**src/rtl/i2s_frame_sched.sv**
```systemverilog
// I2S frame scheduler: stereo FIFO feeding a PCM5102A-style serializer.
// One {left, right} pair is fetched per LRCK frame; handles underrun and mute.
module i2s_frame_sched #(
  parameter int DEPTH            = 4,
  parameter bit HOLD_ON_UNDERRUN = 1'b1
) (
  input  logic                     CLK,
  input  logic                     RST,
  input  logic                     IN_VALID,
  output logic                     IN_READY,
  input  logic [15:0]              IN_LEFT,
  input  logic [15:0]              IN_RIGHT,
  input  logic                     MUTE,
  output logic                     SCK,
  output logic                     BCK,
  output logic                     LCK,
  output logic                     DIN,
  output logic [$clog2(DEPTH):0]   LEVEL,
  output logic [7:0]               UNDERRUN_CNT,
  output logic                     FRAME_STROBE
);

  localparam int AW = $clog2(DEPTH);
  localparam int LW = AW + 1;

  logic [7:0]    c;
  logic [15:0]   s;
  logic [15:0]   fl;
  logic [15:0]   fr;
  logic [31:0]   mem [DEPTH];
  logic [AW-1:0] wr_ptr;
  logic [AW-1:0] rd_ptr;
  logic [LW-1:0] level;
  logic [LW-1:0] level_nxt;
  logic          full;
  logic          empty;
  logic          fetch;
  logic          push;
  logic          pop;
  logic [7:0]    ucnt;
  logic          strobe;

  assign fetch = (c == 8'hFF);
  // READY comes from the registered full flag, so a pop never frees a slot
  // for a push in the same cycle.
  assign push  = IN_VALID && !full;
  assign pop   = fetch && !empty;

  always_comb begin
    level_nxt = level;
    if (push && !pop)
      level_nxt = level + LW'(1);
    else if (pop && !push)
      level_nxt = level - LW'(1);
  end

  always_ff @(posedge CLK or posedge RST) begin
    if (RST) begin
      c <= 8'd0;
    end else begin
      c <= c + 8'd1;
    end
  end

  always_ff @(posedge CLK or posedge RST) begin
    if (RST) begin
      wr_ptr <= '0;
      rd_ptr <= '0;
      level  <= '0;
      full   <= 1'b0;
      empty  <= 1'b1;
    end else begin
      if (push)
        wr_ptr <= wr_ptr + AW'(1);
      if (pop)
        rd_ptr <= rd_ptr + AW'(1);
      level <= level_nxt;
      full  <= (level_nxt == LW'(DEPTH));
      empty <= (level_nxt == '0);
    end
  end

  // Storage is not reset; the pointers alone define what is valid.
  always_ff @(posedge CLK) begin
    if (push)
      mem[wr_ptr] <= {IN_LEFT, IN_RIGHT};
  end

  always_ff @(posedge CLK or posedge RST) begin
    if (RST) begin
      fl     <= 16'd0;
      fr     <= 16'd0;
      ucnt   <= 8'd0;
      strobe <= 1'b0;
    end else begin
      strobe <= fetch;
      if (fetch) begin
        if (empty && ucnt != 8'hFF)
          ucnt <= ucnt + 8'd1;
        if (MUTE) begin
          fl <= 16'd0;
          fr <= 16'd0;
        end else if (!empty) begin
          fl <= mem[rd_ptr][31:16];
          fr <= mem[rd_ptr][15:0];
        end else if (!HOLD_ON_UNDERRUN) begin
          fl <= 16'd0;
          fr <= 16'd0;
        end
      end
    end
  end

  // Loads land one BCK after each LCK edge, giving standard I2S alignment.
  always_ff @(posedge CLK or posedge RST) begin
    if (RST) begin
      s <= 16'd0;
    end else if (c[1:0] == 2'b11) begin
      if (c == 8'h03)
        s <= fl;
      else if (c == 8'h83)
        s <= fr;
      else
        s <= {s[14:0], 1'b0};
    end
  end

  assign SCK          = CLK;
  assign BCK          = c[1];
  assign LCK          = c[7];
  assign DIN          = s[15];
  assign IN_READY     = !full;
  assign LEVEL        = level;
  assign UNDERRUN_CNT = ucnt;
  assign FRAME_STROBE = strobe;

endmodule

```
**config.mk**
```make
export PLATFORM = sky130hd
export DESIGN_NAME = i2s_frame_sched
export DESIGN_NICKNAME = d
export VERILOG_FILES = /design/src/rtl/i2s_frame_sched.sv
export SDC_FILE = /design/constraint.sdc
export NUM_CORES = 1
export LEC_CHECK = 0
export ABC_CLOCK_PERIOD_IN_PS = 3300
export CAP_MARGIN = 25
export CELL_PAD_IN_SITES_DETAIL_PLACEMENT = 2
export CELL_PAD_IN_SITES_GLOBAL_PLACEMENT = 2
export CORE_UTILIZATION = 44
export DETAILED_ROUTE_END_ITERATION = 10
export GPL_TIMING_DRIVEN = 0
export PLACE_DENSITY_LB_ADDON = 0.08
export SYNTH_ARGS = -nofsm -noshare
export SYNTH_HDL_FRONTEND = slang
export SYNTH_SLANG_ARGS = --single-unit
```
**constraint.sdc**
```tcl
create_clock -name CLK -period 3.3 [get_ports CLK]
set_clock_uncertainty 0.2 [all_clocks]
set_input_delay 0.825 -clock CLK [delete_from_list [all_inputs] [get_ports CLK]]
set_output_delay 0.825 -clock CLK [all_outputs]
set_load 0.005 [all_outputs]
```
### The metal 3 layer

Drawn at 3 px/um.
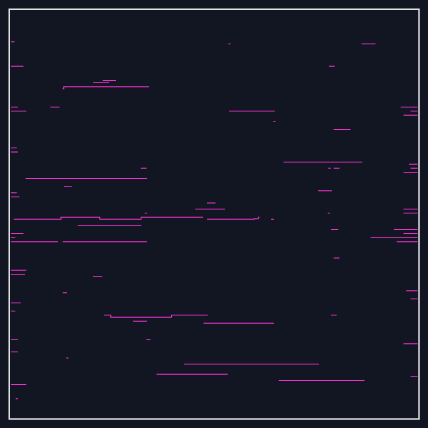
main direction	horizontal
nets with wire on the layer	49

### Drive-strength map

Drawn at 3 px/um.
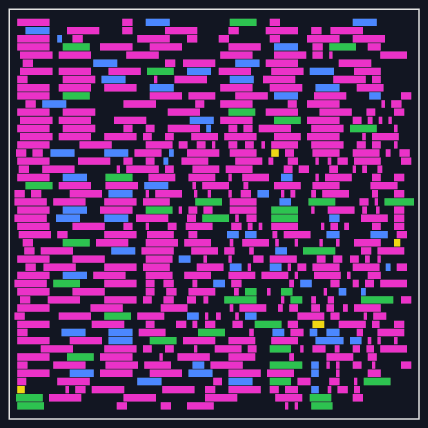
size	colour	cells	share
drive 3 to 4	yellow	4	0.74%
drive 2	blue	65	12%
drive 1 or less	magenta	430	80%
drive 6 and up	green	38	7.1%

### Wiring heat map

Drawn at 3 px/um. 27 x 27 tiles, from black (low) to pale yellow (high), scaled to the fullest tile. Values are wire area over tile area, all layers added.
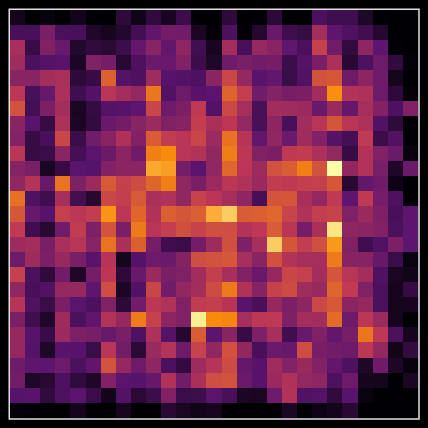
nearly empty tiles	6.6%
densest ninth of the die	centre
tiles over half the peak	18%
fullest tile	0.47
mean over tiles	0.15

==> flow_metrics.env <==
# flow metrics
export IMPL_numPortBuffers=52
export IMPL_top_layer_used="met4"
export IMPL_nFlopsAndLatches=202
export IMPL_top_cells_by_area="edfxtp_1, dfrtp_1, mux4_2"
export IMPL_layout_drive_gt1_share_pct=19.93
export IMPL_nonClkBufAreaFrac_pct=7.647
export IMPL_finalHoldViolations=0
export IMPL_ys_flops=202
export IMPL_register_area_um2=5697
export IMPL_xor_area_share_pct=1.994
export IMPL_pg_clk_mw=2.73
export IMPL_cp_start_kind="clock port"
export IMPL_grt_pass1_vias=4840
export IMPL_rr_endpoint="fr[6]$_DFFE_PP0P_"
export IMPL_wl_mm=18.11
export IMPL_wl_per_cell_um=23.77
export IMPL_antenna_found_initial=0
export IMPL_rows=48
export IMPL_inv_count=14
export IMPL_stdcell_area_um2=9637
export IMPL_yosys_most_used_dff="edfxtp_1"
export IMPL_ys_warn_count=0
export IMPL_biggestCellCategory="sequential cells"
export IMPL_pg_comb_mw=0.678
export IMPL_postSynthSeqShare_pct=72.04
export IMPL_cp_max_fo=2
export IMPL_grt_max_degree=55
export IMPL_synth_simple_area_share_pct=3.576
export IMPL_synth_cellmix_compoundShare_pct=5.396
export IMPL_core_area_um2=17420
export IMPL_die_area_um2=18510
export IMPL_yosysCellCount=440
export IMPL_synth_nets=484
export IMPL_dr_wl_met3_um=596
export IMPL_p_per_area_nw_per_um2=686.2
export IMPL_whs_ps=297.1
export IMPL_p_seq_mw=3.20
export IMPL_logic_area_um2=2044
export IMPL_max_slew_margin_rel_pct=47.41
export IMPL_area_growth_pct=21.87
export IMPL_r2r_slack_ps=560
export IMPL_yosys_cell_count_top_type="edfxtp_1"
export IMPL_dr_wl_met2_mm=9.582
export IMPL_synth_area_um2=7908
export IMPL_grtUsageTotal_pct=21.45
export IMPL_fin_cells=762
export IMPL_ys_chip_area_um2=7908
export IMPL_critPathRequiredTime_ps=2270
export IMPL_synth_top_area_share_pct=48.61
export IMPL_ir_drop_uv=578.7
export IMPL_antenna_left=0
export IMPL_grt_pass1_wl_mm=28.35
export IMPL_holdCritPathClass="reg2reg"
export IMPL_cts_hold_buf=0
export IMPL_warnings=32
export IMPL_synthArstFlopShare_pct=36.63
export IMPL_nets=568
export IMPL_yosysUniqueCellTypes=40
export IMPL_fp_util_pct=45.40
export IMPL_maxCapViolCount=0
export IMPL_worst_slack_ps=17.30
export IMPL_mux_share_pct=13.56
export IMPL_crit_path_end="SCK"
export IMPL_diodes=0
export IMPL_crit_start="CLK"
export IMPL_rsz0062_at_grt="no"
export IMPL_drtIter0Drc=200
export IMPL_largest_register_ffs=128
export IMPL_synthTopCellsByCount="edfxtp_1, dfrtp_1, a22o_1, mux4_2, nand2_1"
export IMPL_synthAdderAreaFrac_pct=1.266
export IMPL_hpwl_mm=11.70
export IMPL_tapCellCount=225
export IMPL_fp_dieW_um=136.1
export IMPL_edf_count=128
export IMPL_worst_pin_slew_ps=788.8
export IMPL_path_clk_slew_ps=60
export IMPL_placedCellCount=722
export IMPL_dpl_cell_area_um2=8825
export IMPL_place_congestion=0.7614
export IMPL_hold_path_depth=1
export IMPL_post_place_ws_ps=98.25
export IMPL_critPathKind="clk2out"
export IMPL_dr_total_vias=4214
export IMPL_min_delay_start="UNDERRUN_CNT[7]$_DFFE_PP0P_"
export IMPL_fin_util_pct=55.33
export IMPL_switchingPower_mw=1.482
export IMPL_min_to="UNDERRUN_CNT[7]$_DFFE_PP0P_"
export IMPL_logic_gate_count=201
export IMPL_comb_share_pct=21.22
export IMPL_p_total_mw=6.613
export IMPL_drc_errors=0
export IMPL_clkPwrFrac_pct=41.3
export IMPL_end_kind="primary output"
export IMPL_die_h_um=136.1
export IMPL_r2r_cells=6
export IMPL_finalSetupViolations=0
export IMPL_outcome="completed"
export IMPL_grt_overflow_total=0
export IMPL_first_pass_iters=4
export IMPL_p_int_mw=5.131
export IMPL_fill_cells=1464
export IMPL_p_comb_share_pct=10.3
export IMPL_syn_inst=440
export IMPL_buffers=79
export IMPL_synth_area_per_cell_um2=17.97
export IMPL_ios=53
export IMPL_wl_met1_mm=7.386
export IMPL_top_logic_kind="multiplexers"
export IMPL_setup_tns_ps=0
export IMPL_switching_share_pct=22.40
export IMPL_maxPowerGroup="registers"
export IMPL_cp_arrival_ps=2260
export IMPL_top_area_cell="edfxtp_1"
### Sequential cells grouped by signal name

Drawn at 3 px/um.
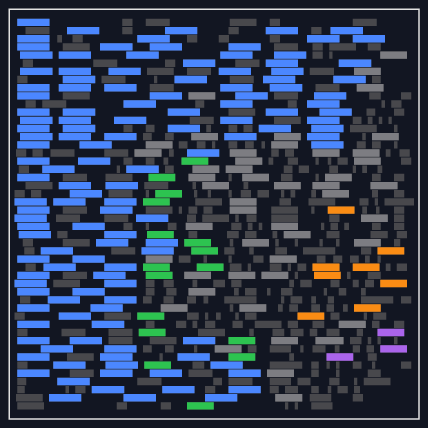
signal	colour	placed flops
`LEVEL`	purple	3
`c`	orange	8
`mem`	blue	128
`fl`	green	16

### Clock wiring as the flow saved it

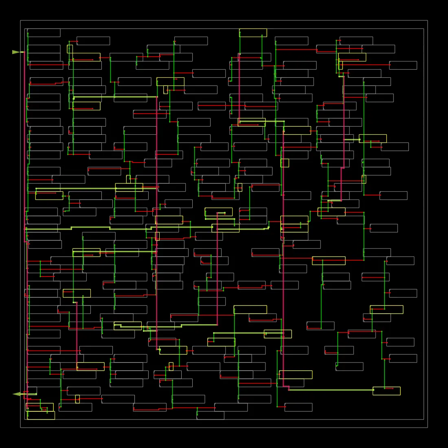
clock latency on the worst-skew pair: 620 ps
clock buffers: 32

worst max-delay path, cell delays in order:
cell	delay (ps)
clkbuf_16	120
clkbuf_16	130
buf_4	110
dlygate4sd2_1	250
what timing repair did:
action | CTS | global route
resized | 1 | 0
setup endpoints to repair | 1 | 0
setup buffers | 0 | 0
cell usage in the layout, fill, tap and decap left out, types with 7 or more instances in the layout:
master,instances
ha_1,8
xor2_1,7
clkbuf_1,17
mux2i_1,16
nor2_1,7
mux4_2,32
clkdlybuf4s50_1,51
edfxtp_1,128
clkbuf_16,26
mux2_2,17
nand2_1,22
o21ai_1,15
dfrtp_1,73
inv_1,13
a22o_1,32
xnor2_1,11
routing by layer:
layer | track usage, % | vias up
met3 | 3.691 | 33
met5 | 0 | -
met1 | 26.19 | 2229
met4 | 9.198 | 0
met2 | 37.42 | 86
li1 | - | 1866
